Figure 1. Clock routing (run 1).
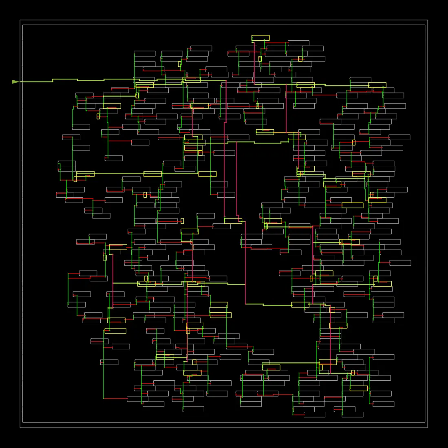
Figure 2. Signal wires by layer (run 1).
The bar under the picture is 50 um long.
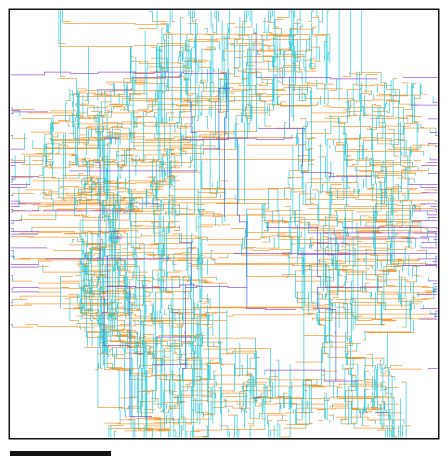
Figure 3. Routed clock nets over the placement (run 1).
The bar under the picture is 50 um long.
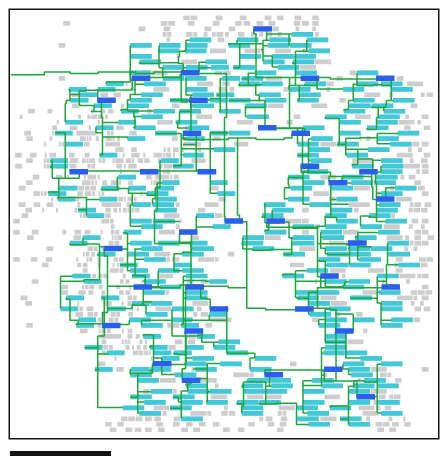
Figure 4. Sequential cells grouped by signal name (run 1).
Other sequential cells in the stronger gray, the rest of the logic in the fainter gray.
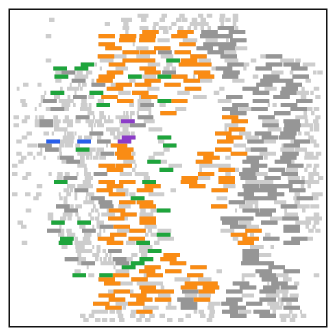
$ cat src/rtl/if_fetch_queue.sv
// Instruction fetch unit with a {pc, inst} prefetch queue.
// Optional same-cycle bypass of fetch data when the queue is empty: IF_BYPASS_EN.
module if_fetch_queue #(
  parameter int          QUEUE_DEPTH = 4,
  parameter logic [31:0] RESET_PC    = 32'h0
) (
  input  logic        clk,
  input  logic        rst_n,
  input  logic        branch_enable,
  input  logic [31:0] branch_target,
  input  logic        mem_ctrl_busy_mem_in,
  input  logic        mem_ctrl_inst_done_in,
  input  logic [31:0] mem_ctrl_inst_in,
  output logic        mem_ctrl_enable_out,
  output logic [31:0] mem_ctrl_addr_out,
  input  logic        id_ready_in,
  output logic        inst_valid_out,
  output logic [31:0] pc_out,
  output logic [31:0] inst_out,
  output logic        stall_from_if
);

  localparam int PW = (QUEUE_DEPTH > 1) ? $clog2(QUEUE_DEPTH) : 1;
  localparam int CW = PW + 1;
  localparam logic [CW-1:0] DEPTH_C = CW'(QUEUE_DEPTH);

  localparam logic [1:0] S_IDLE = 2'd0;
  localparam logic [1:0] S_REQ  = 2'd1;
  localparam logic [1:0] S_DISC = 2'd2;

  logic [1:0]    state_q, state_d;
  logic [31:0]   fetch_pc_q, fetch_pc_d;
  logic [CW-1:0] count_q, count_d;
  logic [PW-1:0] head_q, head_d;
  logic [PW-1:0] tail_q, tail_d;
  logic          en_q, en_d;
  logic [31:0]   addr_q, addr_d;

  logic [31:0] pc_mem   [QUEUE_DEPTH];
  logic [31:0] inst_mem [QUEUE_DEPTH];

  logic q_valid;
  logic done_req;
  logic push;
  logic pop;
  logic issue;

  assign q_valid  = (count_q != '0);
  assign done_req = (state_q == S_REQ) && mem_ctrl_inst_done_in
                    && !branch_enable;
  assign pop      = q_valid && id_ready_in && !branch_enable;
  assign issue    = (state_q == S_IDLE) && !branch_enable
                    && !mem_ctrl_busy_mem_in && (count_q < DEPTH_C);

`ifdef IF_BYPASS_EN
  logic byp;
  assign byp  = done_req && !q_valid;
  // A bypassed instruction taken by ID never occupies a slot
  assign push = done_req && !(byp && id_ready_in);

  always_comb begin
    inst_valid_out = q_valid || byp;
    pc_out         = '0;
    inst_out       = '0;
    unique case (1'b1)
      q_valid: begin
        pc_out   = pc_mem[head_q];
        inst_out = inst_mem[head_q];
      end
      byp: begin
        pc_out   = addr_q;
        inst_out = mem_ctrl_inst_in;
      end
      default: ;
    endcase
  end
`else
  assign push = done_req;

  always_comb begin
    inst_valid_out = q_valid;
    pc_out         = '0;
    inst_out       = '0;
    if (q_valid) begin
      pc_out   = pc_mem[head_q];
      inst_out = inst_mem[head_q];
    end
  end
`endif

  assign stall_from_if       = !inst_valid_out;
  assign mem_ctrl_enable_out = en_q;
  assign mem_ctrl_addr_out   = addr_q;

  always_comb begin
    state_d    = state_q;
    fetch_pc_d = fetch_pc_q;
    count_d    = count_q;
    head_d     = head_q;
    tail_d     = tail_q;
    en_d       = en_q;
    addr_d     = addr_q;
    if (branch_enable) begin
      count_d    = '0;
      head_d     = '0;
      tail_d     = '0;
      fetch_pc_d = branch_target;
      // A done landing in the flush cycle closes the fetch outright
      if (state_q != S_IDLE && mem_ctrl_inst_done_in) begin
        state_d = S_IDLE;
        en_d    = 1'b0;
      end else if (state_q == S_REQ) begin
        state_d = S_DISC;
      end
    end else begin
      unique case (state_q)
        S_IDLE: begin
          if (issue) begin
            state_d = S_REQ;
            en_d    = 1'b1;
            addr_d  = fetch_pc_q;
          end
        end
        S_REQ: begin
          if (mem_ctrl_inst_done_in) begin
            state_d    = S_IDLE;
            en_d       = 1'b0;
            fetch_pc_d = fetch_pc_q + 32'd4;
          end
        end
        S_DISC: begin
          if (mem_ctrl_inst_done_in) begin
            state_d = S_IDLE;
            en_d    = 1'b0;
          end
        end
        default: begin
          state_d = S_IDLE;
          en_d    = 1'b0;
        end
      endcase
      if (push) tail_d = tail_q + 1'b1;
      if (pop)  head_d = head_q + 1'b1;
      count_d = count_q + CW'(push) - CW'(pop);
    end
  end

  always_ff @(posedge clk or negedge rst_n) begin
    if (!rst_n) begin
      state_q    <= S_IDLE;
      fetch_pc_q <= RESET_PC;
      count_q    <= '0;
      head_q     <= '0;
      tail_q     <= '0;
      en_q       <= 1'b0;
      addr_q     <= '0;
    end else begin
      state_q    <= state_d;
      fetch_pc_q <= fetch_pc_d;
      count_q    <= count_d;
      head_q     <= head_d;
      tail_q     <= tail_d;
      en_q       <= en_d;
      addr_q     <= addr_d;
    end
  end

  // Payload storage needs no reset; validity is tracked by count_q
  always_ff @(posedge clk) begin
    if (push) begin
      pc_mem[tail_q]   <= addr_q;
      inst_mem[tail_q] <= mem_ctrl_inst_in;
    end
  end

endmodule

$ cat config.mk
export PLATFORM = sky130hd
export DESIGN_NAME = if_fetch_queue
export DESIGN_NICKNAME = d
export VERILOG_FILES = /design/src/rtl/if_fetch_queue.sv
export SDC_FILE = /design/constraint.sdc
export NUM_CORES = 1
export LEC_CHECK = 0
export CAP_MARGIN = 30
export CORE_UTILIZATION = 30
export CTS_CLUSTER_SIZE = 24
export DETAILED_ROUTE_END_ITERATION = 16
export PLACE_DENSITY = 0.55
export REMOVE_ABC_BUFFERS = 1
export SLEW_MARGIN = 15
export SYNTH_ARGS = -nofsm -noshare
export SYNTH_HDL_FRONTEND = slang
export SYNTH_SLANG_ARGS = --single-unit
$ cat constraint.sdc
create_clock -name clk -period 4.3 [get_ports clk]
set_input_delay 0.86 -clock clk [delete_from_list [all_inputs] [get_ports clk]]
set_output_delay 0.86 -clock clk [all_outputs]
set_load 0.01 [all_outputs]
==> job_summary.md, run 1 <==
## Synthesis and layout report

| Metric | Value |
|---|---|
| Synth Seq Share | 0.721 |
| GP Congestion | 0.732 |
| Total CTS buffers | 36 |
| Final setup fails | 0 |
| LEAKAGE | 5.58 nW |
| Placed Instances | 1472 |
| Syn avg cell area | 17.9 um^2 |
| Crit share post-route | 0.858 |
| Worst reg2reg setup slack | 1.50 ns |
| Worst Setup SP | head_q[0]$_DFFE_PN0P_ |
| Critical path class | register to primary output |
| Final min period | 3.69 ns |
| Max layer used | met4 |
| Hold Crit Class | input pin to asynchronous set/reset pin |
| Max frequency | 271 MHz |
| Max cap viols | 0 |
| CP Data Required Time | 3.44 ns |
| DP Area | 15700 um^2 |
| FILL cells | 3965 |
| Reg2reg start | count_q[2]$_DFF_PN0_ |
| Synth cell count leaders | edfxtp_1 (256), dfrtp_1 (74), and2_1 (68) |
| Least-Margin Pin Slew | 0.677 ns |
| Layout cells sized above 1 | 0.188 |
| Run status | complete, no violations |
| Yosys Chip Area | 13200 um^2 |
| HPWL after DPL | 19.6 mm |
| Via-to-Cell Ratio | 4.62 |
| Non-Filler Instances | 1537 |
| Worst-path clk slew | 0.06 ns |
| Total Nets Final | 1006 |
| Netlist Area Pre-Place | 13200 um^2 |
| Critical path arrival | 2.83 ns |
| Synth async-reset ratio | 0.224 |
| First-pass DRT Iterations | 6 |
| Top cells excl fill/tap | edfxtp_1 (256), clkdlybuf4s50_1 (166), dfrtp_1 (72), mux4_2 (64), and2_1 (64) |
| Yosys simple share | 0.0758 |
| CP endpoint kind | primary output |
| Congestion Overflow GR | 0 |
| Floorplan core density | 0.306 |
| FP Rows | 76 |
| Crit-path max FO | 17 |
| Biggest area cells | edfxtp_1 (58%), dfrtp_1 (14%), mux4_2 (11%) |
| Diodes inserted | 0 |
| DRC | 0 |
| Dominant combinational family | multiplexers |
| Average wire per standard cell | 19.8 um |
| Combinational Area | 3490 um^2 |
| Fin util | 0.389 |
| IO buf count | 168 |
| Mapped Cells | 740 |
| Cell Type Count | 42 |
| Hold Slack | 0.270 ns |
| Top FF cell, synth | edfxtp_1 |
| Final Hold Vio Count | 0 |
| Fa+ha+maj area frac | 0.0100 |
| Commonest Layout Cell | edfxtp_1 |
| Flip-flops with a built-in enable | 256 |
-- Figure 1 (at the start) --
clk_skew: 0.0129 ns
count of clock buffers in the final design: 42
# clock sinks: 330

-- Figure 2 (at the start) --
legend:
  blue:
    layer: met4
    wire_length: 565 um
  cyan:
    layer: met2
    wire_length: 13900 um
  orange:
    layer: met1
    wire_length: 14400 um
  purple:
    layer: met3
    wire_length: 1640 um

-- Figure 3 (at the start) --
legend:
  blue:
    item: cells driving clock nets
    count: 36
  cyan:
    item: flip-flops
    count: 330
  green:
    item: clock wires
    length: 4060 um
flops lie: spread over the die
routed clock nets: 37
clock network power consumption: 2.93 mW
Clk pwr share: 0.290
clk_lat worst skew: 0.51 ns

-- Figure 4 (at the start) --
legend:
  purple:
    signal: count_q
    placed_flops: 3
  blue:
    signal: state_q
    placed_flops: 2
  orange:
    signal: pc_mem
    placed_flops: 128
  green:
    signal: mem_ctrl_addr_out
    placed_flops: 32
not colored: 165
register area: 9550 um^2
Seq power: 4.36 mW
flop share of the area: 0.567

## run 1: power by group
part / total [mW] / leakage [nW] / internal [mW] / switching [mW]
clock: 2.93 / 0.554 / 1.75 / 1.18
combinational: 2.81 / 1.84 / 1.61 / 1.20
sequential: 4.36 / 3.19 / 3.94 / 0.423
total: 10.1 / 5.58 / 7.30 / 2.80
## run 1: final cells by class
class,instances,area share
Tap cell,585,0.0434
Clock inverter,22,0.0105
Clock buffer,42,0.0561
Timing Repair Buffer,186,0.113
Inverter,15,0.00334
Sequential cell,330,0.567
Multi-Input combinational cell,357,0.207
## run 1: worst max-delay path, cell delays in order, from the launching register on
cell and delay [ns]:
dfrtp_4 0.65, buf_4 0.44, mux4_2 0.55, and2_1 0.19, clkdlybuf4s50_1 0.49
## run 1: worst max path at each step
| stage | depth (start not counted) | slack (ns) | end |
|---|---|---|---|
| global route | 4 | 0.44 | pc_out[18] |
| detailed placement | 5 | 0.93 | inst_mem[3][29]$_DFFE_PP_ |
| floorplan | 2 | -0.59 | mem_ctrl_addr_out[0]$_DFFE_PN0P_ |
| CTS | 4 | 0.52 | pc_out[18] |
| global placement | 5 | 1.01 | inst_mem[3][17]$_DFFE_PP_ |
| finish | 4 | 0.61 | pc_out[18] |
## run 1: routing by layer
layer  global-route usage  vias to the layer above
met4               0.0382                        0
met5                    0                        -
met2                0.214                      172
met1                0.199                     3617
met3               0.0297                       40
li1                     -                     3269
## run 1: flip-flops by register name, indices dropped and copies added, names as in the netlist
name,count
mem_ctrl_addr_out,32
fetch_pc_q,32
inst_mem,128
state_q,2
count_q,3
mem_ctrl_enable_out,1
head_q,2
pc_mem,128
tail_q,2
==> run 2: changes to the inputs <==
--- a/config.mk
+++ b/config.mk
@@ -9,7 +9,7 @@
 export CORE_UTILIZATION = 30
 export CTS_CLUSTER_SIZE = 24
 export DETAILED_ROUTE_END_ITERATION = 16
-export PLACE_DENSITY = 0.55
+export PLACE_DENSITY_LB_ADDON = 0.2
 export REMOVE_ABC_BUFFERS = 1
 export SLEW_MARGIN = 15
 export SYNTH_ARGS = -nofsm -noshare
Figure 5. Signal wires by layer (run 2).
The bar under the picture is 50 um long.
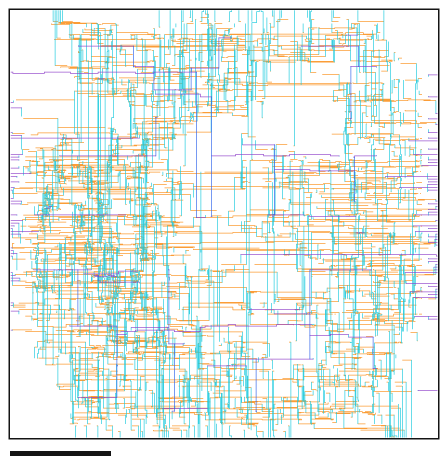
legend:
  cyan:
    layer: met2
    wire_length: 14300 um
  blue:
    layer: met4
    wire_length: 514 um
  purple:
    layer: met3
    wire_length: 1560 um
  orange:
    layer: met1
    wire_length: 14600 um
total track usage: 0.142
average wire per standard cell: 20.1 um
via count: 7206

Figure 6. Pin map (run 2).
Pins as bars across the die edge, other pins in gray.
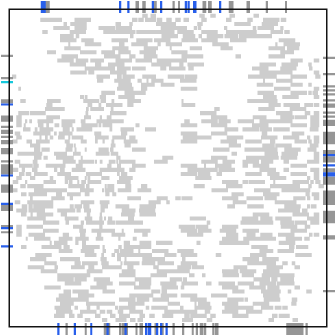
legend:
  blue:
    port: mem_ctrl_addr_out
    pins: 32
    direction: output
    edge: 12 top, 11 bottom, 5 left, 4 right
  cyan:
    port: branch_enable
    pins: 1
    direction: input
    edge: left

==> run 2 against run 1 <==
Net effect: fmax is 0.36% higher; hold slack better by 0.042 ns; register-to-register slack improved by 0.15 ns; largest cell class unchanged; highest routed layer unchanged.
==> job_summary.md, run 2 <==
## Synthesis and layout report

| Metric | Value |
|---|---|
| Buf/Inv on CP | 2 (unchanged) |
| Final min period | 3.67 ns (-0.0134 ns) |
| Yosys simple share | 0.0758 (unchanged) |
| Diodes inserted | 0 (unchanged) |
| Netlist Area Pre-Place | 13200 um^2 (unchanged) |
| Crit-path max FO | 19 (+2) |
| Clk_skew | 0.0180 ns (+0.00511 ns) |
| DP Area | 15700 um^2 (+0.16%) |
| Via-to-Cell Ratio | 4.68 (+1.4%) |
| Run status | complete, no violations |
| Syn avg cell area | 17.9 um^2 (unchanged) |
| Synth cell count leaders | edfxtp_1 (256), dfrtp_1 (74), and2_1 (68) |
| Hold Slack | 0.311 ns (+0.0417 ns) |
| Cell family with most CP delay | buffers and inverters |
| Max cap viols | 0 (unchanged) |
| FP Rows | 76 (unchanged) |
| Fa+ha+maj area frac | 0.0100 (unchanged) |
| Worst-path clk slew | 0.06 ns (about the same) |
| Layout cells sized above 1 | 0.190 (+0.00170) |
| Hold Crit Class | input pin to asynchronous set/reset pin |
| First-pass DRT Iterations | 4 (-2) |
| # clock sinks | 330 (unchanged) |
| Synth async-reset ratio | 0.224 (unchanged) |
| Critical path class | register to primary output |
| Flip-flops with a built-in enable | 256 (unchanged) |
| Clk_lat worst skew | 0.54 ns (+0.03 ns) |
| Synth Seq Share | 0.721 (unchanged) |
| Biggest area cells | edfxtp_1 (58%), dfrtp_1 (14%), mux4_2 (11%) |
| CP peak stage delay | 0.59 ns (-0.06 ns) |
| Cell Type Count | 42 (unchanged) |
| Top FF cell, synth | edfxtp_1 |
| Register area | 9550 um^2 (unchanged) |
| Final Hold Vio Count | 0 (unchanged) |
| Combinational Area | 3490 um^2 (unchanged) |
| Crit share post-route | 0.855 (-0.00312) |
| Mapped Cells | 740 (unchanged) |
| Placed Instances | 1473 (+0.068%) |
| Top Registers | inst_mem: 128 flops, pc_mem: 128 flops |
| Floorplan core density | 0.306 (unchanged) |
| Top cells excl fill/tap | edfxtp_1 (256), clkdlybuf4s50_1 (166), dfrtp_1 (72), mux4_2 (64), and2_1 (64) |
| FILL cells | 4054 (+2.2%) |
| Max frequency | 272 MHz (+0.36%) |
| GP Congestion | 0.721 (-1.5%) |
| DRC | 0 (unchanged) |
| Final setup fails | 0 (unchanged) |
| Dominant combinational family | multiplexers |
| Fin util | 0.391 (+0.00156) |
## run 2: path summary, 6_finish.rpt
| path | start | endpoint | slack, ns | depth (start not counted) |
|---|---|---|---|---|
| worst min-delay path | rst_n | mem_ctrl_addr_out[2]$_DFFE_PN0P_ | 0.31 | 1 |
| min in group clk | fetch_pc_q[0]$_DFFE_PN0P_ | mem_ctrl_addr_out[0]$_DFFE_PN0P_ | 0.50 | 1 |
| worst max-delay path | head_q[0]$_DFFE_PN0P_ | inst_out[4] | 0.63 | 4 |
| worst min register to register | fetch_pc_q[0]$_DFFE_PN0P_ | mem_ctrl_addr_out[0]$_DFFE_PN0P_ | 0.50 | 1 |
| max in group asynchronous | rst_n | head_q[1]$_DFFE_PN0P_ | 3.39 | 2 |
| worst max register to register | count_q[2]$_DFF_PN0_ | count_q[2]$_DFF_PN0_ | 1.65 | 10 |
## run 2: logic make-up after synthesis
kind of cell               Yosys count
AOI/OAI and AO/OA                   55
xor gates and xnor gates            17
adders and majority gates           10
buffers and inverters               53
DFF                                330
muxes                              100
and+or+nand+nor                    175
## run 2: report_power, final
part | leakage (nW) | internal, mW | switching [mW]
clock | 0.572 | 1.83 | 1.23
combinational | 1.84 | 1.64 | 1.22
sequential | 3.19 | 3.94 | 0.379
## run 2: cell type report
cell class | count | share of cell area
clock buffers | 53 | 0.0626
clock inverters | 12 | 0.00666
inverters | 15 | 0.00333
multi-input cells | 357 | 0.207
flip-flops and latches | 330 | 0.564
well taps | 585 | 0.0433
repair buffers | 187 | 0.113
## run 2: metal layers
metal,up-vias,share of wire,track usage
met3,46,0.050,0.0337
met2,167,0.46,0.215
li1,3277,-,-
met1,3716,0.47,0.202
met5,-,0,0
met4,0,0.017,0.0390
Power and IR drop assume default switching activity.
